[config.mk]
export PLATFORM = sky130hd
export DESIGN_NAME = cpu_bus_serializer_flat
export DESIGN_NICKNAME = d
export VERILOG_FILES = /design/src/rtl/cpu_bus_pkg.sv /design/src/rtl/cpu_bus_serializer_if.sv /design/src/rtl/bus_beat_counter.sv /design/src/rtl/cpu_bus_serializer.sv /design/src/flat_wrapper.sv
export SDC_FILE = /design/constraint.sdc
export NUM_CORES = 1
export LEC_CHECK = 0
export ABC_AREA = 0
export CELL_PAD_IN_SITES_DETAIL_PLACEMENT = 1
export CELL_PAD_IN_SITES_GLOBAL_PLACEMENT = 2
export CORE_MARGIN = 2
export CORE_UTILIZATION = 31
export DETAILED_ROUTE_END_ITERATION = 6
export PLACE_DENSITY = 0.87
export SLEW_MARGIN = 20
export SYNTH_ARGS = -nofsm -noshare
export SYNTH_HDL_FRONTEND = slang
export SYNTH_SLANG_ARGS = --single-unit
[constraint.sdc]
create_clock -name clk -period 1.98 [get_ports clk]
set_clock_uncertainty 0.1 [all_clocks]
set_input_delay 0.198 -clock clk [delete_from_list [all_inputs] [get_ports clk]]
set_output_delay 0.198 -clock clk [all_outputs]
set_load 0.005 [all_outputs]
[src/rtl/cpu_bus_pkg.sv]
// Shared types and beat-count helpers for the CPU bus serializer.
package cpu_bus_pkg;

  typedef enum logic [2:0] {
    ST_IDLE,
    ST_ADDR,
    ST_WAIT,
    ST_RDATA,
    ST_DONE
  } bus_state_e;

  function automatic int ceil_div(input int num, input int den);
    return (num + den - 1) / den;
  endfunction

  // Beats per address phase: long enough for whichever of address/data is wider.
  function automatic int beat_count(input int addr_w, input int data_w, input int pin_w);
    int a_beats;
    int d_beats;
    a_beats = ceil_div(addr_w, pin_w);
    d_beats = ceil_div(data_w, pin_w);
    return (a_beats > d_beats) ? a_beats : d_beats;
  endfunction

  // Counter width able to hold 0..n-1 (at least one bit).
  function automatic int cnt_width(input int n);
    return (n <= 2) ? 1 : $clog2(n);
  endfunction

endpackage

[src/rtl/cpu_bus_serializer_if.sv]
// CPU-side request/response handshake of the serializer.
interface cpu_bus_serializer_if #(
  parameter int ADDR_W = 32,
  parameter int DATA_W = 32
) ();

  logic              req_valid;
  logic              req_ready;
  logic              req_write;
  logic [ADDR_W-1:0] req_addr;
  logic [DATA_W-1:0] req_wdata;
  logic              resp_valid;
  logic              resp_err;
  logic [DATA_W-1:0] resp_rdata;

  modport master (
    output req_valid, req_write, req_addr, req_wdata,
    input  req_ready, resp_valid, resp_err, resp_rdata
  );

  modport slave (
    input  req_valid, req_write, req_addr, req_wdata,
    output req_ready, resp_valid, resp_err, resp_rdata
  );

endinterface

[src/rtl/bus_beat_counter.sv]
// Up-counter with synchronous clear and a runtime terminal-count compare.
module bus_beat_counter #(
  parameter int W = 4
) (
  input  logic         clk,
  input  logic         rst_n,
  input  logic         clr,
  input  logic         en,
  input  logic [W-1:0] term,
  output logic         tc
);

  logic [W-1:0] count;

  // Clear wins over enable; wraps silently, callers leave the state before that matters.
  always_ff @(posedge clk or negedge rst_n) begin
    if (!rst_n)    count <= '0;
    else if (clr)  count <= '0;
    else if (en)   count <= count + 1'b1;
  end

  assign tc = (count == term);

endmodule

[src/rtl/cpu_bus_serializer.sv]
// Serializes a parallel CPU request onto PIN_W-wide external pins, with
// wait states from the target, read-back and a timeout error.
//
//   state    | meaning
//   ---------+-----------------------------------------------------------
//   ST_IDLE  | req_ready high, waiting for a request handshake
//   ST_ADDR  | NBEATS address/write-data beats, LSB slice first
//   ST_WAIT  | waiting for ext_ready, timeout after WAIT_MAX cycles
//   ST_RDATA | DBEATS read beats captured from pin_data_in
//   ST_DONE  | one-cycle resp_valid pulse, frame released
module cpu_bus_serializer
  import cpu_bus_pkg::*;
#(
  parameter int ADDR_W   = 32,
  parameter int DATA_W   = 32,
  parameter int PIN_W    = 8,
  parameter int WAIT_MAX = 15
) (
  input  logic                 clk,
  input  logic                 rst_n,
  cpu_bus_serializer_if.slave  bus,
  output logic [PIN_W-1:0]     pin_addr,
  output logic [PIN_W-1:0]     pin_data_out,
  input  logic [PIN_W-1:0]     pin_data_in,
  output logic [PIN_W-1:0]     pin_data_oe,
  output logic                 pin_frame,
  output logic                 pin_sync,
  output logic                 pin_rw,
  input  logic                 ext_ready
);

  localparam int DBEATS = ceil_div(DATA_W, PIN_W);
  localparam int NBEATS = beat_count(ADDR_W, DATA_W, PIN_W);
  localparam int SH_W   = NBEATS * PIN_W;
  localparam int RD_W   = DBEATS * PIN_W;
  localparam int BC_W   = cnt_width(NBEATS);
  localparam int WC_W   = cnt_width(WAIT_MAX);
  localparam logic [BC_W-1:0] ADDR_LAST = BC_W'(NBEATS - 1);
  localparam logic [BC_W-1:0] RD_LAST   = BC_W'(DBEATS - 1);
  localparam logic [WC_W-1:0] WAIT_LAST = WC_W'(WAIT_MAX - 1);

  bus_state_e        state;
  logic              ready_q;
  logic              resp_valid_q;
  logic              resp_err_q;
  logic [DATA_W-1:0] resp_rdata_q;
  logic [SH_W-1:0]   addr_sh;
  logic [SH_W-1:0]   wdata_sh;
  logic [RD_W-1:0]   rd_sh;
  logic [SH_W-1:0]   req_addr_pad;
  logic [SH_W-1:0]   req_wdata_pad;
  logic [RD_W-1:0]   rd_next;
  logic              beat_clr, beat_en, beat_tc;
  logic [BC_W-1:0]   beat_term;
  logic              wait_clr, wait_en, wait_tc;

  assign bus.req_ready  = ready_q;
  assign bus.resp_valid = resp_valid_q;
  assign bus.resp_err   = resp_err_q;
  assign bus.resp_rdata = resp_rdata_q;

  assign req_addr_pad  = SH_W'(bus.req_addr);
  assign req_wdata_pad = SH_W'(bus.req_wdata);
  // New beat enters at the top so the first beat ends up in the LSB slice.
  assign rd_next       = RD_W'({pin_data_in, rd_sh} >> PIN_W);

  // Counter controls: beat index runs in ADDR and RDATA, wait count only in WAIT.
  always_comb begin
    beat_clr  = (state != ST_ADDR) && (state != ST_RDATA);
    beat_en   = !beat_clr;
    beat_term = (state == ST_RDATA) ? RD_LAST : ADDR_LAST;
    wait_clr  = (state != ST_WAIT);
    wait_en   = (state == ST_WAIT) && !ext_ready;
  end

  bus_beat_counter #(.W(BC_W)) u_beat_cnt (
    .clk   (clk),
    .rst_n (rst_n),
    .clr   (beat_clr),
    .en    (beat_en),
    .term  (beat_term),
    .tc    (beat_tc)
  );

  bus_beat_counter #(.W(WC_W)) u_wait_cnt (
    .clk   (clk),
    .rst_n (rst_n),
    .clr   (wait_clr),
    .en    (wait_en),
    .term  (WAIT_LAST),
    .tc    (wait_tc)
  );

  // Transaction FSM; every pin and response output is a register.
  always_ff @(posedge clk or negedge rst_n) begin
    if (!rst_n) begin
      state        <= ST_IDLE;
      ready_q      <= 1'b0;
      resp_valid_q <= 1'b0;
      resp_err_q   <= 1'b0;
      resp_rdata_q <= '0;
      addr_sh      <= '0;
      wdata_sh     <= '0;
      rd_sh        <= '0;
      pin_addr     <= '0;
      pin_data_out <= '0;
      pin_data_oe  <= '0;
      pin_frame    <= 1'b0;
      pin_sync     <= 1'b0;
      pin_rw       <= 1'b0;
    end else begin
      resp_valid_q <= 1'b0;
      case (state)
        ST_IDLE: begin
          ready_q <= 1'b1;
          if (ready_q && bus.req_valid) begin
            ready_q   <= 1'b0;
            state     <= ST_ADDR;
            pin_addr  <= req_addr_pad[PIN_W-1:0];
            addr_sh   <= req_addr_pad >> PIN_W;
            pin_frame <= 1'b1;
            pin_sync  <= 1'b1;
            pin_rw    <= bus.req_write;
            if (bus.req_write) begin
              pin_data_out <= req_wdata_pad[PIN_W-1:0];
              wdata_sh     <= req_wdata_pad >> PIN_W;
              pin_data_oe  <= '1;
            end else begin
              pin_data_out <= '0;
              wdata_sh     <= '0;
              pin_data_oe  <= '0;
            end
          end
        end
        ST_ADDR: begin
          pin_sync <= 1'b0;
          if (beat_tc) begin
            state        <= ST_WAIT;
            pin_addr     <= '0;
            pin_data_out <= '0;
            pin_data_oe  <= '0;
          end else begin
            pin_addr     <= addr_sh[PIN_W-1:0];
            addr_sh      <= addr_sh >> PIN_W;
            pin_data_out <= wdata_sh[PIN_W-1:0];
            wdata_sh     <= wdata_sh >> PIN_W;
          end
        end
        ST_WAIT: begin
          // ext_ready is checked first so it beats a coincident timeout.
          if (ext_ready) begin
            if (pin_rw) begin
              state        <= ST_DONE;
              resp_valid_q <= 1'b1;
              resp_err_q   <= 1'b0;
              resp_rdata_q <= '0;
              pin_frame    <= 1'b0;
              pin_rw       <= 1'b0;
            end else begin
              state <= ST_RDATA;
              rd_sh <= '0;
            end
          end else if (wait_tc) begin
            state        <= ST_DONE;
            resp_valid_q <= 1'b1;
            resp_err_q   <= 1'b1;
            resp_rdata_q <= '0;
            pin_frame    <= 1'b0;
            pin_rw       <= 1'b0;
          end
        end
        ST_RDATA: begin
          rd_sh <= rd_next;
          if (beat_tc) begin
            state        <= ST_DONE;
            resp_valid_q <= 1'b1;
            resp_err_q   <= 1'b0;
            resp_rdata_q <= DATA_W'(rd_next);
            pin_frame    <= 1'b0;
            pin_rw       <= 1'b0;
          end
        end
        ST_DONE: begin
          state        <= ST_IDLE;
          ready_q      <= 1'b1;
          resp_err_q   <= 1'b0;
          resp_rdata_q <= '0;
        end
        default: state <= ST_IDLE;
      endcase
    end
  end

endmodule

[src/flat_wrapper.sv]
// flat-port wrapper written by rule: the top's interface ports become plain ports
module cpu_bus_serializer_flat import cpu_bus_pkg::*;
#(
  parameter int ADDR_W   = 32,
  parameter int DATA_W   = 32,
  parameter int PIN_W    = 8,
  parameter int WAIT_MAX = 15
)
  (clk, rst_n, pin_addr, pin_data_out, pin_data_in, pin_data_oe, pin_frame, pin_sync, pin_rw, ext_ready, bus_req_valid, bus_req_write, bus_req_addr, bus_req_wdata, bus_req_ready, bus_resp_valid, bus_resp_err, bus_resp_rdata);
  cpu_bus_serializer_if #(.ADDR_W(ADDR_W), .DATA_W(DATA_W)) bus_i ();
  input  logic clk;
  input  logic rst_n;
  output logic [PIN_W-1:0] pin_addr;
  output logic [PIN_W-1:0] pin_data_out;
  input  logic [PIN_W-1:0] pin_data_in;
  output logic [PIN_W-1:0] pin_data_oe;
  output logic pin_frame;
  output logic pin_sync;
  output logic pin_rw;
  input  logic ext_ready;
  input wire logic [$bits(bus_i.req_valid)-1:0] bus_req_valid;
  input wire logic [$bits(bus_i.req_write)-1:0] bus_req_write;
  input wire logic [$bits(bus_i.req_addr)-1:0] bus_req_addr;
  input wire logic [$bits(bus_i.req_wdata)-1:0] bus_req_wdata;
  output wire logic [$bits(bus_i.req_ready)-1:0] bus_req_ready;
  output wire logic [$bits(bus_i.resp_valid)-1:0] bus_resp_valid;
  output wire logic [$bits(bus_i.resp_err)-1:0] bus_resp_err;
  output wire logic [$bits(bus_i.resp_rdata)-1:0] bus_resp_rdata;
  assign bus_i.req_valid = bus_req_valid;
  assign bus_i.req_write = bus_req_write;
  assign bus_i.req_addr = bus_req_addr;
  assign bus_i.req_wdata = bus_req_wdata;
  assign bus_req_ready = bus_i.req_ready;
  assign bus_resp_valid = bus_i.resp_valid;
  assign bus_resp_err = bus_i.resp_err;
  assign bus_resp_rdata = bus_i.resp_rdata;
  cpu_bus_serializer #(.ADDR_W(ADDR_W), .DATA_W(DATA_W), .PIN_W(PIN_W), .WAIT_MAX(WAIT_MAX)) u_core (.clk(clk), .rst_n(rst_n), .bus(bus_i), .pin_addr(pin_addr), .pin_data_out(pin_data_out), .pin_data_in(pin_data_in), .pin_data_oe(pin_data_oe), .pin_frame(pin_frame), .pin_sync(pin_sync), .pin_rw(pin_rw), .ext_ready(ext_ready));
endmodule
**Run 1: the metal 1 layer**

Scale bar: 50 microns.
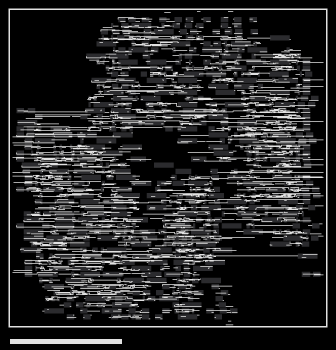
main direction: horizontal
share of all routed wire: 45%
longest straight run: 40.9 microns
Total Wirelength: 17.2 mm
routed vias: 4,901

**Run 1: met2 routing**

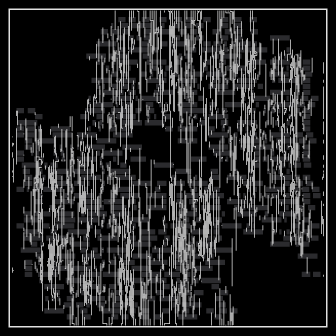
nets with wire on the layer: 714
longest straight run: 42.5 microns
met2 Use GR: 30.1%

**Run 1: metal 3**

Scale bar: 50 microns.
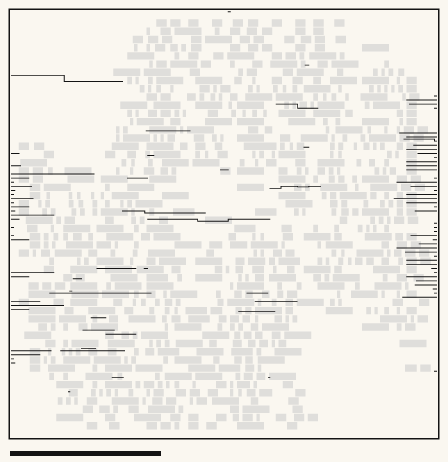
wire length on this layer: 746 microns
longest straight run: 33.6 microns
GR Util met3: 3.85%

==> metrics.cfg, run 1 <==
[run_status]
status=finished clean

[worst_setup_path]
r2r_setup_slack_ps=130
path_buffers=3
cp_cell_sequence=inv_1, ha_1, nand4b_1, a211oi_4, buf_12, buf_12, nand3_1, o21ai_0
crit_family=AND-OR/OR-AND gates

[cells_and_area]
final_cells=968
logic_area_sq_mm=0.00223

[placed_design]
placed_cells=931

[route]
drc=0

[logic_synthesis]
yosys.area.top_type_share_pct=57.9
simple_gate_share_pct=16.1
ff_type=dfrtp_1
synthDistinctLibCells=37
ys_seq_share_pct=57.9
top_cells_by_area=dfrtp_1 58%, o21ai_0 7.3%, nand2_1 6.5%, mux2i_1 4.1%, a22o_1 3.6%
muxShareOfSynthArea_pct=4.09

[timing]
setup_slack_ps=132
hold_viol=0

[global_routing]
antenna_found_initial=0

[clock_tree]
cts.reportedPaths.clkPinSlew_ps=60

run 1: repair_timing:
| item | in CTS | in global routing |
|---|---|---|
| endpoints found under the hold margin | 48 | 0 |
| hold buffers | 1 | 0 |
| pin swaps | 0 | 1 |
| gates resized | 1 | 1 |
| setup buffers | 0 | 4 |
| setup endpoints to repair | 8 | 25 |
run 1: flip-flops by register name, summed over array words and instances (netlist names):
name / flops
u_core.bus.resp_rdata: 32
u_core.addr_sh: 24
u_core.rd_sh: 24
u_core.wdata_sh: 24
u_core.pin_addr: 8
u_core.pin_data_out: 8
u_core.u_wait_cnt.count: 4
u_core.state: 3
u_core.u_beat_cnt.count: 2
u_core.bus.req_ready: 1
u_core.bus.resp_err: 1
u_core.bus.resp_valid: 1
u_core.pin_data_oe: 1
u_core.pin_frame: 1
u_core.pin_rw: 1
u_core.pin_sync: 1
run 1: final timing paths:
kind                       cells after the start                                     to                                    from
max                                            8  u_core.bus.resp_rdata[19]$_DFFE_PN0P_  u_core.u_wait_cnt.count[0]$_DFFE_PN0P_
max reg2reg                                    8  u_core.bus.resp_rdata[19]$_DFFE_PN0P_  u_core.u_wait_cnt.count[0]$_DFFE_PN0P_
min                                            2     u_core.pin_data_out[4]$_DFFE_PN0P_                                   rst_n
min reg2reg                                    1   u_core.u_beat_cnt.count[0]$_DFF_PN0_    u_core.u_beat_cnt.count[0]$_DFF_PN0_
min in group clk                               3         u_core.addr_sh[20]$_DFFE_PN0P_                        bus_req_addr[28]
max in group asynchronous                      3         u_core.pin_addr[0]$_DFFE_PN0P_                                   rst_n
run 1: metal layers:
metal  up-vias  GRT usage (%)  wire length [microns]
li1       2300              -                      -
met1      2468           22.7                   7720
met2       109           30.1                   8390
met3        24           3.85                    745
met4         0           6.05                    327
met5         -              0                      0
**Run 1: sequential cells grouped by signal name**

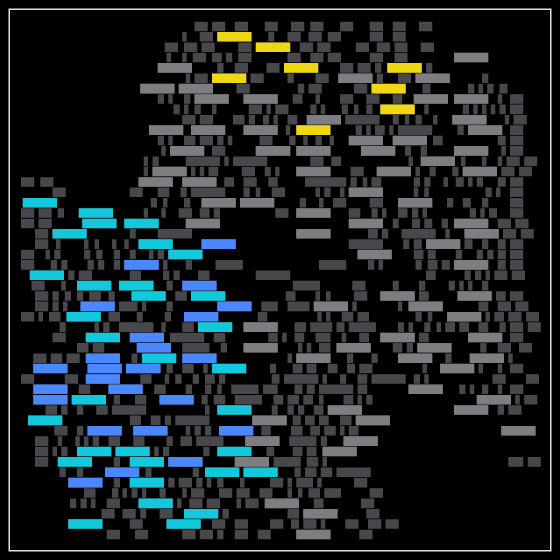

==> run 2: changes to the inputs <==
--- a/config.mk
+++ b/config.mk
@@ -6,12 +6,13 @@
 export NUM_CORES = 1
 export LEC_CHECK = 0
 export ABC_AREA = 0
+export ABC_CLOCK_PERIOD_IN_PS = 1550
 export CELL_PAD_IN_SITES_DETAIL_PLACEMENT = 1
 export CELL_PAD_IN_SITES_GLOBAL_PLACEMENT = 2
 export CORE_MARGIN = 2
-export CORE_UTILIZATION = 31
+export CORE_UTILIZATION = 28
 export DETAILED_ROUTE_END_ITERATION = 6
-export PLACE_DENSITY = 0.87
+export PLACE_DENSITY = 0.84
 export SLEW_MARGIN = 20
 export SYNTH_ARGS = -nofsm -noshare
 export SYNTH_HDL_FRONTEND = slang
==> constraint.sdc (replaced) <==
create_clock -name clk -period 1.55 [get_ports clk]
set_clock_uncertainty 0.1 [all_clocks]
set_input_delay 0.155 -clock clk [delete_from_list [all_inputs] [get_ports clk]]
set_output_delay 0.155 -clock clk [all_outputs]
set_load 0.005 [all_outputs]
**Run 2: sequential cells grouped by signal name**

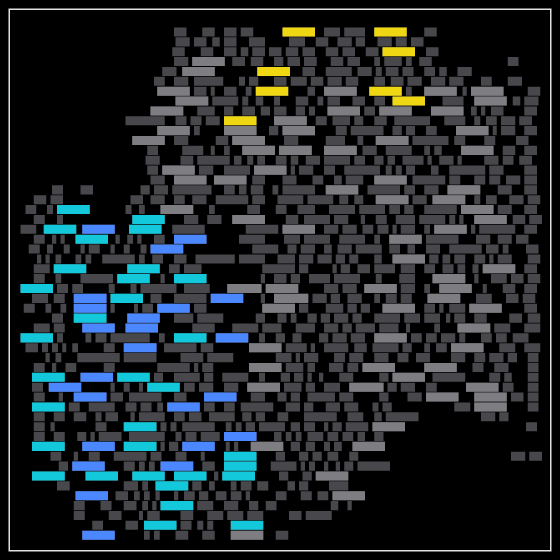
[blue] `u_core.rd_sh` | sequential cells: 24
[yellow] `u_core.pin_addr` | sequential cells: 8
[cyan] `u_core.bus.resp_rdata` | sequential cells: 32
not colored: 72
sequential share of cell area: 31.4%
Sequential Area: 0.00341 sq mm
fin util: 53.1%
Seq. pwr: 6200 uW

**Run 2: placed standard cells**

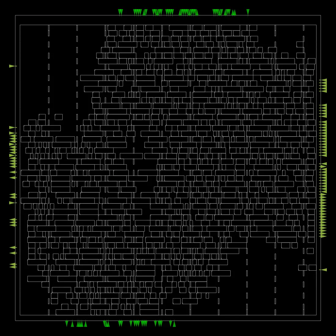
Tapcell Cnt: 270
Rows: 52
core area: 0.0204 sq mm

==> run 2 against run 1 <==
Against the previous run: the flow now finishes with violations (negative setup slack); clock power is 43% higher; global-route usage rose by 2.3 points; count of clock-buffer cells in the layout is 1 lower; fmax is 1.3% lower; sequential cell count unchanged; routed wire length up 46%; combinational power rose to 2.6 times the previous value.
==> metrics.cfg, run 2 <==
[worst_setup_path]
start_kind=flip-flop
r2r_cells=9
crit_family=buffers and inverters
path_buffers=5
crit_cells=9
cp_cell_sequence=buf_6, and3b_2, buf_6, o21ai_4, buf_12, buf_8, buf_12, nand2_1, o21ai_1
cpPeakStageDelay_ps=420
slowest_stage=dfrtp_1

[logic_synthesis]
yosys.area.top_type_share_pct=57.9
synth_chip_area_sq_mm=0.00588
synthDistinctLibCells=37
synth_top_cell_by_area=dfrtp_1
ys_seq_share_pct=57.9
ys_cells=584
ff_type=dfrtp_1
synth_warnings=0
top_cells_by_area=dfrtp_1 58%, o21ai_0 7.3%, nand2_1 6.5%, mux2i_1 4.1%, a22o_1 3.6%
async_flop_share_pct=100

[placed_design]
io_buffer_count=138
post_dp_cell_area_sq_mm=0.00799
placed_cells=995

[cells_and_area]
logic_area_sq_mm=0.00321
sh_comb_area_pct=29.6
nonClockInverterCount=3
fin_area_sq_mm=0.0108
largest_reg_flops=32
buf_share_pct=30.0
final_cells=1111
syn_to_final_growth_pct=84.6

[power_and_ir_drop]
power.net_switching_uw=9360
pwr-share-seq_pct=25.4
p_comb_uw=13900
clk-power_uw=4340
leakage_uw=0.00509

[timing]
hold_viol=0
max_slew_margin_pct=76.8
finalSetupViolCount=129
setup_slack_ps=-322

[run_status]
failed_checks=negative setup slack
status=complete, but fails checks

[route]
dr.first_iter.drc_count=199
wirelength_mm=25.1
drc=0
viasPerCell=5.15
vias=5726

[clock_tree]
cts.path.max_buffers=2
cts.reportedPaths.clkPinSlew_ps=60

[global_routing]
antenna_found_initial=0
grt_pass1_wl_mm=34.3

[floorplanning]
io_pins=139

run 2: cell counts after synthesis:
No cell type changed its count.
run 2: path summary, 6_finish.rpt:
kind / startpoint / slack [ps] / endpoint
setup / recovery: u_core.state[0]$_DFFE_PN0P_ / -320 / u_core.wdata_sh[5]$_DFFE_PN0P_
hold / removal: rst_n / 90 / u_core.pin_data_out[4]$_DFFE_PN0P_
setup reg to reg: u_core.state[0]$_DFFE_PN0P_ / -320 / u_core.wdata_sh[5]$_DFFE_PN0P_
hold reg to reg: u_core.addr_sh[6]$_DFFE_PN0P_ / 410 / u_core.addr_sh[6]$_DFFE_PN0P_
max in group asynchronous: rst_n / 660 / u_core.addr_sh[18]$_DFFE_PN0P_
min in group clk: bus_req_wdata[31] / 180 / u_core.wdata_sh[23]$_DFFE_PN0P_
run 2: layer usage:
layer | global-route usage (%) | share of wire [%]
met5 | 0 | 0
met4 | 5.52 | 2.9
met3 | 3.91 | 4.3
met2 | 36.7 | 54
met1 | 24.2 | 39
run 2: stage by stage:
stage	hold WS (ps)	TNS (ps)
global placement	-29.0	-26710
CTS	107	-15820
detailed placement	-23.4	-34030
floorplan	-241	-4590
global route	110	-34370
finish	90.9	-29540
run 2: what timing repair did:
action / 4_1_cts / 5_1_grt
gates cloned: 14 / 10
hold buffers: 1 / 0
pin swaps: 33 / 86
endpoints found under the hold margin: 136 / 0
setup buffers: 43 / 30
gates resized: 219 / 228
endpoints found under the setup margin: 170 / 146
run 2: logic make-up after synthesis:
kind of cell | synth area share (%)
and+or+nand+nor | 16.1
DFF | 57.9
adders and majority gates | 0.639
xor gates and xnor gates | 0.447
AOI/OAI and AO/OA | 16.1
muxes | 4.09
buffers and inverters | 4.75
Power and IR drop assume default switching activity.
